File: src/rtl/n2t_serial_loader_pkg.sv
// Shared types and constants for the Hack serial loader.
// The PARITY_CHECK_EN build macro enables the trailing even-parity bit.
package n2t_serial_loader_pkg;

  localparam int unsigned N2T_WORD_W = 16;

  typedef enum logic [1:0] {
    StIdle   = 2'd0,
    StShift  = 2'd1,
    StParity = 2'd2,
    StLoad   = 2'd3
  } state_e;

endpackage

File: src/rtl/n2t_serial_loader_if.sv
// Serial-in / word-out bundle between a bit source, the loader and a Hack register port.
interface n2t_serial_loader_if
  import n2t_serial_loader_pkg::*;
#(
  parameter int unsigned Width = N2T_WORD_W
) ();

  logic             start;
  logic             sdata;
  logic             bit_valid;
  logic [Width-1:0] word;
  logic             load;
  logic             busy;
  logic             err;

  modport master (
    output start, sdata, bit_valid,
    input  word, load, busy, err
  );

  modport slave (
    input  start, sdata, bit_valid,
    output word, load, busy, err
  );

endinterface

File: src/rtl/n2t_shiftreg.sv
// MSB-first serial-in/parallel-out shift register with synchronous clear.
// next_o is the value the register holds after the coming edge.
module n2t_shiftreg #(
  parameter int unsigned Width = 16
) (
  input  logic             clk,
  input  logic             rst,
  input  logic             clr_i,
  input  logic             shift_en_i,
  input  logic             sdata_i,
  output logic [Width-1:0] next_o
);

  logic [Width-1:0] shreg_q;
  logic [Width-1:0] shreg_d;

  always_comb begin
    shreg_d = shreg_q;
    if (clr_i) begin
      shreg_d = '0;
    end else if (shift_en_i) begin
      shreg_d = {shreg_q[Width-2:0], sdata_i};
    end
  end

  always_ff @(posedge clk or posedge rst) begin
    if (rst) begin
      shreg_q <= '0;
    end else begin
      shreg_q <= shreg_d;
    end
  end

  assign next_o = shreg_d;

endmodule

File: src/rtl/n2t_serial_loader.sv
// Deserialises an MSB-first bitstream into a word and strobes it into a Hack register.
// Define PARITY_CHECK_EN to require a trailing even-parity bit per frame.
module n2t_serial_loader
  import n2t_serial_loader_pkg::*;
#(
  parameter int unsigned Width = N2T_WORD_W
) (
  input  logic                 clk,
  input  logic                 rst,
  n2t_serial_loader_if.slave   bus_io
);

  localparam int unsigned    CntW    = $clog2(Width);
  localparam logic [CntW-1:0] LastBit = CntW'(Width - 1);

  state_e           state_q;
  logic [Width-1:0] word_q;
  logic [Width-1:0] shreg_next;
  logic [CntW-1:0]  count_q;
  logic             load_q;
  logic             busy_q;
  logic             err_q;
  logic             shift_en;
`ifdef PARITY_CHECK_EN
  logic             par_q;
`endif

  // start always wins over a coincident data bit
  assign shift_en = (state_q == StShift) && bus_io.bit_valid && !bus_io.start;

  n2t_shiftreg #(
    .Width (Width)
  ) u_shiftreg (
    .clk        (clk),
    .rst        (rst),
    .clr_i      (bus_io.start),
    .shift_en_i (shift_en),
    .sdata_i    (bus_io.sdata),
    .next_o     (shreg_next)
  );

  always_ff @(posedge clk or posedge rst) begin
    if (rst) begin
      state_q <= StIdle;
      word_q  <= '0;
      count_q <= '0;
      load_q  <= 1'b0;
      busy_q  <= 1'b0;
      err_q   <= 1'b0;
`ifdef PARITY_CHECK_EN
      par_q   <= 1'b0;
`endif
    end else begin
      load_q <= 1'b0;
      err_q  <= 1'b0;
      if (bus_io.start) begin
        err_q   <= (state_q == StShift) || (state_q == StParity);
        state_q <= StShift;
        busy_q  <= 1'b1;
        count_q <= '0;
`ifdef PARITY_CHECK_EN
        par_q   <= 1'b0;
`endif
      end else begin
        case (state_q)
          StShift: begin
            if (bus_io.bit_valid) begin
`ifdef PARITY_CHECK_EN
              par_q <= par_q ^ bus_io.sdata;
`endif
              if (count_q == LastBit) begin
                count_q <= '0;
`ifdef PARITY_CHECK_EN
                state_q <= StParity;
`else
                state_q <= StLoad;
                busy_q  <= 1'b0;
                load_q  <= 1'b1;
                word_q  <= shreg_next;
`endif
              end else begin
                count_q <= count_q + CntW'(1);
              end
            end
          end
`ifdef PARITY_CHECK_EN
          StParity: begin
            if (bus_io.bit_valid) begin
              busy_q <= 1'b0;
              if (par_q == bus_io.sdata) begin
                state_q <= StLoad;
                load_q  <= 1'b1;
                word_q  <= shreg_next;
              end else begin
                state_q <= StIdle;
                err_q   <= 1'b1;
              end
            end
          end
`endif
          StLoad:  state_q <= StIdle;
          default: state_q <= StIdle;
        endcase
      end
    end
  end

  assign bus_io.word = word_q;
  assign bus_io.load = load_q;
  assign bus_io.busy = busy_q;
  assign bus_io.err  = err_q;

endmodule

File: src/flat_wrapper.sv
// flat-port wrapper written by rule: the top's interface ports become plain ports
module n2t_serial_loader_flat import n2t_serial_loader_pkg::*;
#(
  parameter int unsigned Width = N2T_WORD_W
)
  (clk, rst, bus_io_start, bus_io_sdata, bus_io_bit_valid, bus_io_word, bus_io_load, bus_io_busy, bus_io_err);
  n2t_serial_loader_if #(.Width(Width)) bus_io_i ();
  input  logic clk;
  input  logic rst;
  input wire logic [$bits(bus_io_i.start)-1:0] bus_io_start;
  input wire logic [$bits(bus_io_i.sdata)-1:0] bus_io_sdata;
  input wire logic [$bits(bus_io_i.bit_valid)-1:0] bus_io_bit_valid;
  output wire logic [$bits(bus_io_i.word)-1:0] bus_io_word;
  output wire logic [$bits(bus_io_i.load)-1:0] bus_io_load;
  output wire logic [$bits(bus_io_i.busy)-1:0] bus_io_busy;
  output wire logic [$bits(bus_io_i.err)-1:0] bus_io_err;
  assign bus_io_i.start = bus_io_start;
  assign bus_io_i.sdata = bus_io_sdata;
  assign bus_io_i.bit_valid = bus_io_bit_valid;
  assign bus_io_word = bus_io_i.word;
  assign bus_io_load = bus_io_i.load;
  assign bus_io_busy = bus_io_i.busy;
  assign bus_io_err = bus_io_i.err;
  n2t_serial_loader #(.Width(Width)) u_core (.clk(clk), .rst(rst), .bus_io(bus_io_i));
endmodule
File: config.mk
export PLATFORM = sky130hd
export DESIGN_NAME = n2t_serial_loader_flat
export DESIGN_NICKNAME = d
export VERILOG_FILES = /design/src/rtl/n2t_serial_loader_pkg.sv /design/src/rtl/n2t_serial_loader_if.sv /design/src/rtl/n2t_shiftreg.sv /design/src/rtl/n2t_serial_loader.sv /design/src/flat_wrapper.sv
export SDC_FILE = /design/constraint.sdc
export NUM_CORES = 1
export LEC_CHECK = 0
export CAP_MARGIN = 20
export CELL_PAD_IN_SITES_DETAIL_PLACEMENT = 1
export CELL_PAD_IN_SITES_GLOBAL_PLACEMENT = 1
export CORE_UTILIZATION = 44
export CTS_CLUSTER_DIAMETER = 100
export DETAILED_ROUTE_END_ITERATION = 10
export GPL_TIMING_DRIVEN = 1
export PLACE_DENSITY = 0.8
export SETUP_SLACK_MARGIN = 0.3
export SYNTH_ARGS = -nofsm -noshare
export SYNTH_HDL_FRONTEND = slang
export SYNTH_HIERARCHICAL = 1
export SYNTH_SLANG_ARGS = --single-unit
File: constraint.sdc
create_clock -name clk -period 1.85 [get_ports clk]
set_input_delay 0.185 -clock clk [delete_from_list [all_inputs] [get_ports clk]]
set_output_delay 0.185 -clock clk [all_outputs]
set_load 0.03 [all_outputs]
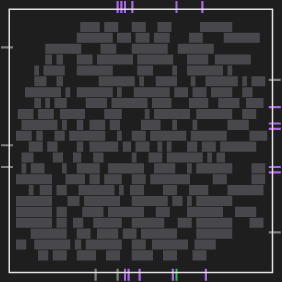
(images/pinout.png)
(4 px per micron) Pins as bars across the die edge, other pins in grey.
Green shows `bus_io_sdata`, pins 1, direction input, edge bottom. Purple shows `bus_io_word`, pins 16, direction output, edge 6 top, 5 bottom, 5 right.
port bufs: 23
Die Y-Extent: 65.4 microns
die boundary width: 65.4 microns

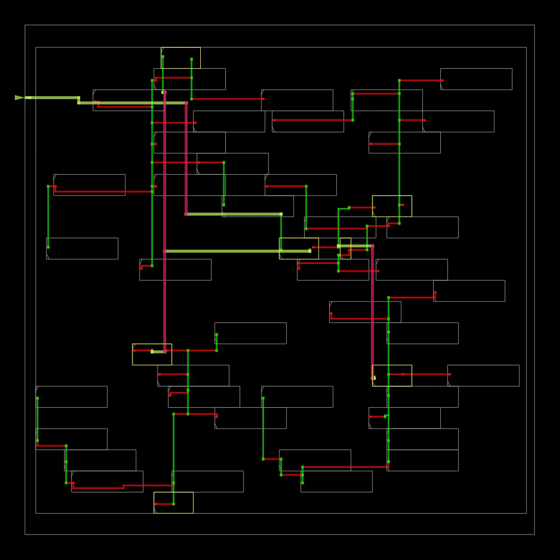
(images/clock_nets.png)
Num CTS Buffers: 5
clk latency late pin: 290 ps
Clock Skew: 4.29 ps
Layout clock buffers: 7

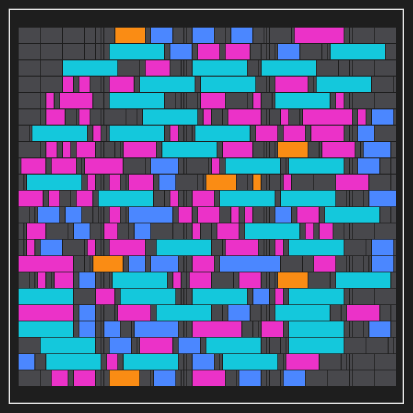
(images/class_map.png)
(6 px per micron) Fill, decap, tap and diode cells in grey.
Cyan shows registers, cells 41, share of their area 45%. Magenta shows remaining logic cells, cells 83, share of their area 34%. Blue shows remaining buffers and delay cells, cells 39, share of their area 18%. Orange shows clock drivers and dummy loads, cells 7, share of their area 3.7%.
Rows: 22
Core ar.: 3770 sq um
flop share of the area: 43.4%

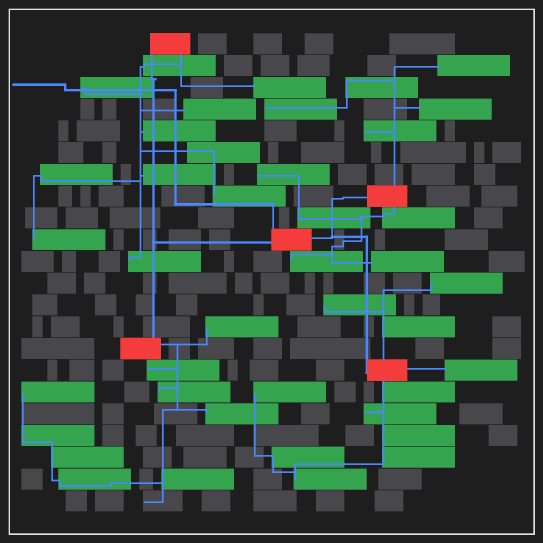
(images/clock_wires.png)
(8 px per micron)
Green shows flip-flops, count 41. Red shows clock-net drivers, count 5. Blue shows clock wires, length 486 microns.
There are 6 routed clock nets. Position of the flops: spread over the die.
Clk network pwr share: 36.5%
clock group power: 587 uW

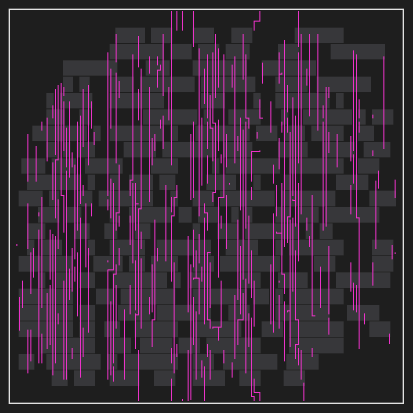
(images/m2.png)
(6 px per micron)
170 nets have wire on it. The layer holds 56% of the routed length. The layer carries 2190 microns of wire. The wires run mostly vertical.
M2 GR Usage: 37.2%
Vias: 1122

==> results_slide.txt <==
Implementation Results

Power
  – Worst vdd ir: 0.426 mV
  – Reg power frac: 56.5%
  – Flop+latch power: 907 uW
  – Net Sw Frac: 22.4%
  – Pint: 1.25 mW
  – Leak pwr: 1.12 nW
  – Logic pwr share: 7.0%
  – Final Power: 1.61 mW
  – Comb. pwr: 112 uW
  – PwrDens: 680 nW/um^2

Cells and area
  – Clk tree area frac: 3.65%
  – Non-clk bufs: 39
  – Inverters, non-clock: 4
  – MI comb cells: 79
  – Final core utilization: 62.6%
  – Registers: 41
  – Register area: 1030 sq um
  – Non-Filler Instances: 218
  – N_diodes: 0
  – NonClk Buf Share: 17.2%
  – Commonest non-fill, non-tap cell in the layout: dfrtp_1

Yosys
  – Top non-seq family: multiplexers
  – Complex Gates by Area: 3.11%
  – Synthesized registers: 41
  – Mapped Cells: 130
  – Post-Syn Area: 1770 sq um
  – Async set-reset flop share out of synthesis: 100%
  – Post-synth EDFFs: 0
  – Post-synth net total: 138
  – Adder-Cell Fraction of Synth Area: 2.12%
  – Ys flop type: dfrtp_1
  – Fraction of the mapped netlist area in simple logic gates: 10.3%
  – Max-area cell share: 58.0%
  – Yosys Instances: 130
  – Seq share, synth: 58.0%
  – Cell Type Count: 27

Global route
  – Global route hottest layer: met2
  – Initial antenna violation count: 0
  – Global-route wire length before repair: 6350 microns
  – Pin count of the biggest net entering global routing: 26
  – Met1 usage in global routing: 23.5%
  – Vias in the first global route: 1245

Worst setup path
  – Critical Path Stages: 8
  – Arr. time, crit path: 1890 ps
  – Register-to-register setup slack: 140 ps
  – Critical R2R Capture: u_core/bus_io.word[12]
  – Bufs and invs on worst path: 2
  – Startpoint types: flip-flop
  – Worst setup path class: flip-flop to flip-flop
  – Crit path max-delay family: multiplexers
  – Critical path launch point: u_core/state_q[1]
  – Max incr delay on CP: 380 ps
  – Worst reg2reg path depth: 8
  – Critical path's slowest cell: dfrtp_1

Status
  – Status: complete, no violations

Floorplanning
  – Ports: 24
  – Die area: 4280 sq um

Timing
  – Slew Limit Fails: 0
  – Setup violators final: 0
  – Post-layout period usage: 92.6%
  – Unrepaired setup endpoints after global routing: true
  – Final hold violations: 0
  – Fmax: 584 MHz
  – Setup TNS: 0 ps

Placed design
  – DPL Wire Length: 2410 microns
  – Placed Instances: 201
  – Post-DP Area: 2080 sq um
  – RD Place Congestion: 0.723

Detailed routing
  – WL final: 3920 microns
  – DR pass1 iterations: 4
  – Initial DRC count: 24
  – Max Used Layer: met4
  – Detailed-route vias per instance: 5.15
  – DR WL/cell: 18.0 microns
  – Met2 Wirelength: 2190 microns

Job
  – Max-Cap Viols: 0

CTS
  – CTS Buffer Depth: 2
  – Sink Count: 41
  – CTS tree: built
  – Clock transition at the registers of the reported paths: 70 ps
  – Post-CTS setup buffer count: 4
  – Hold buffer count at CTS: 0

Worst hold path
  – Hold WC Path Type: input pin to async pin
Power figures rest on the tool's default switching activity, not on a simulated workload.
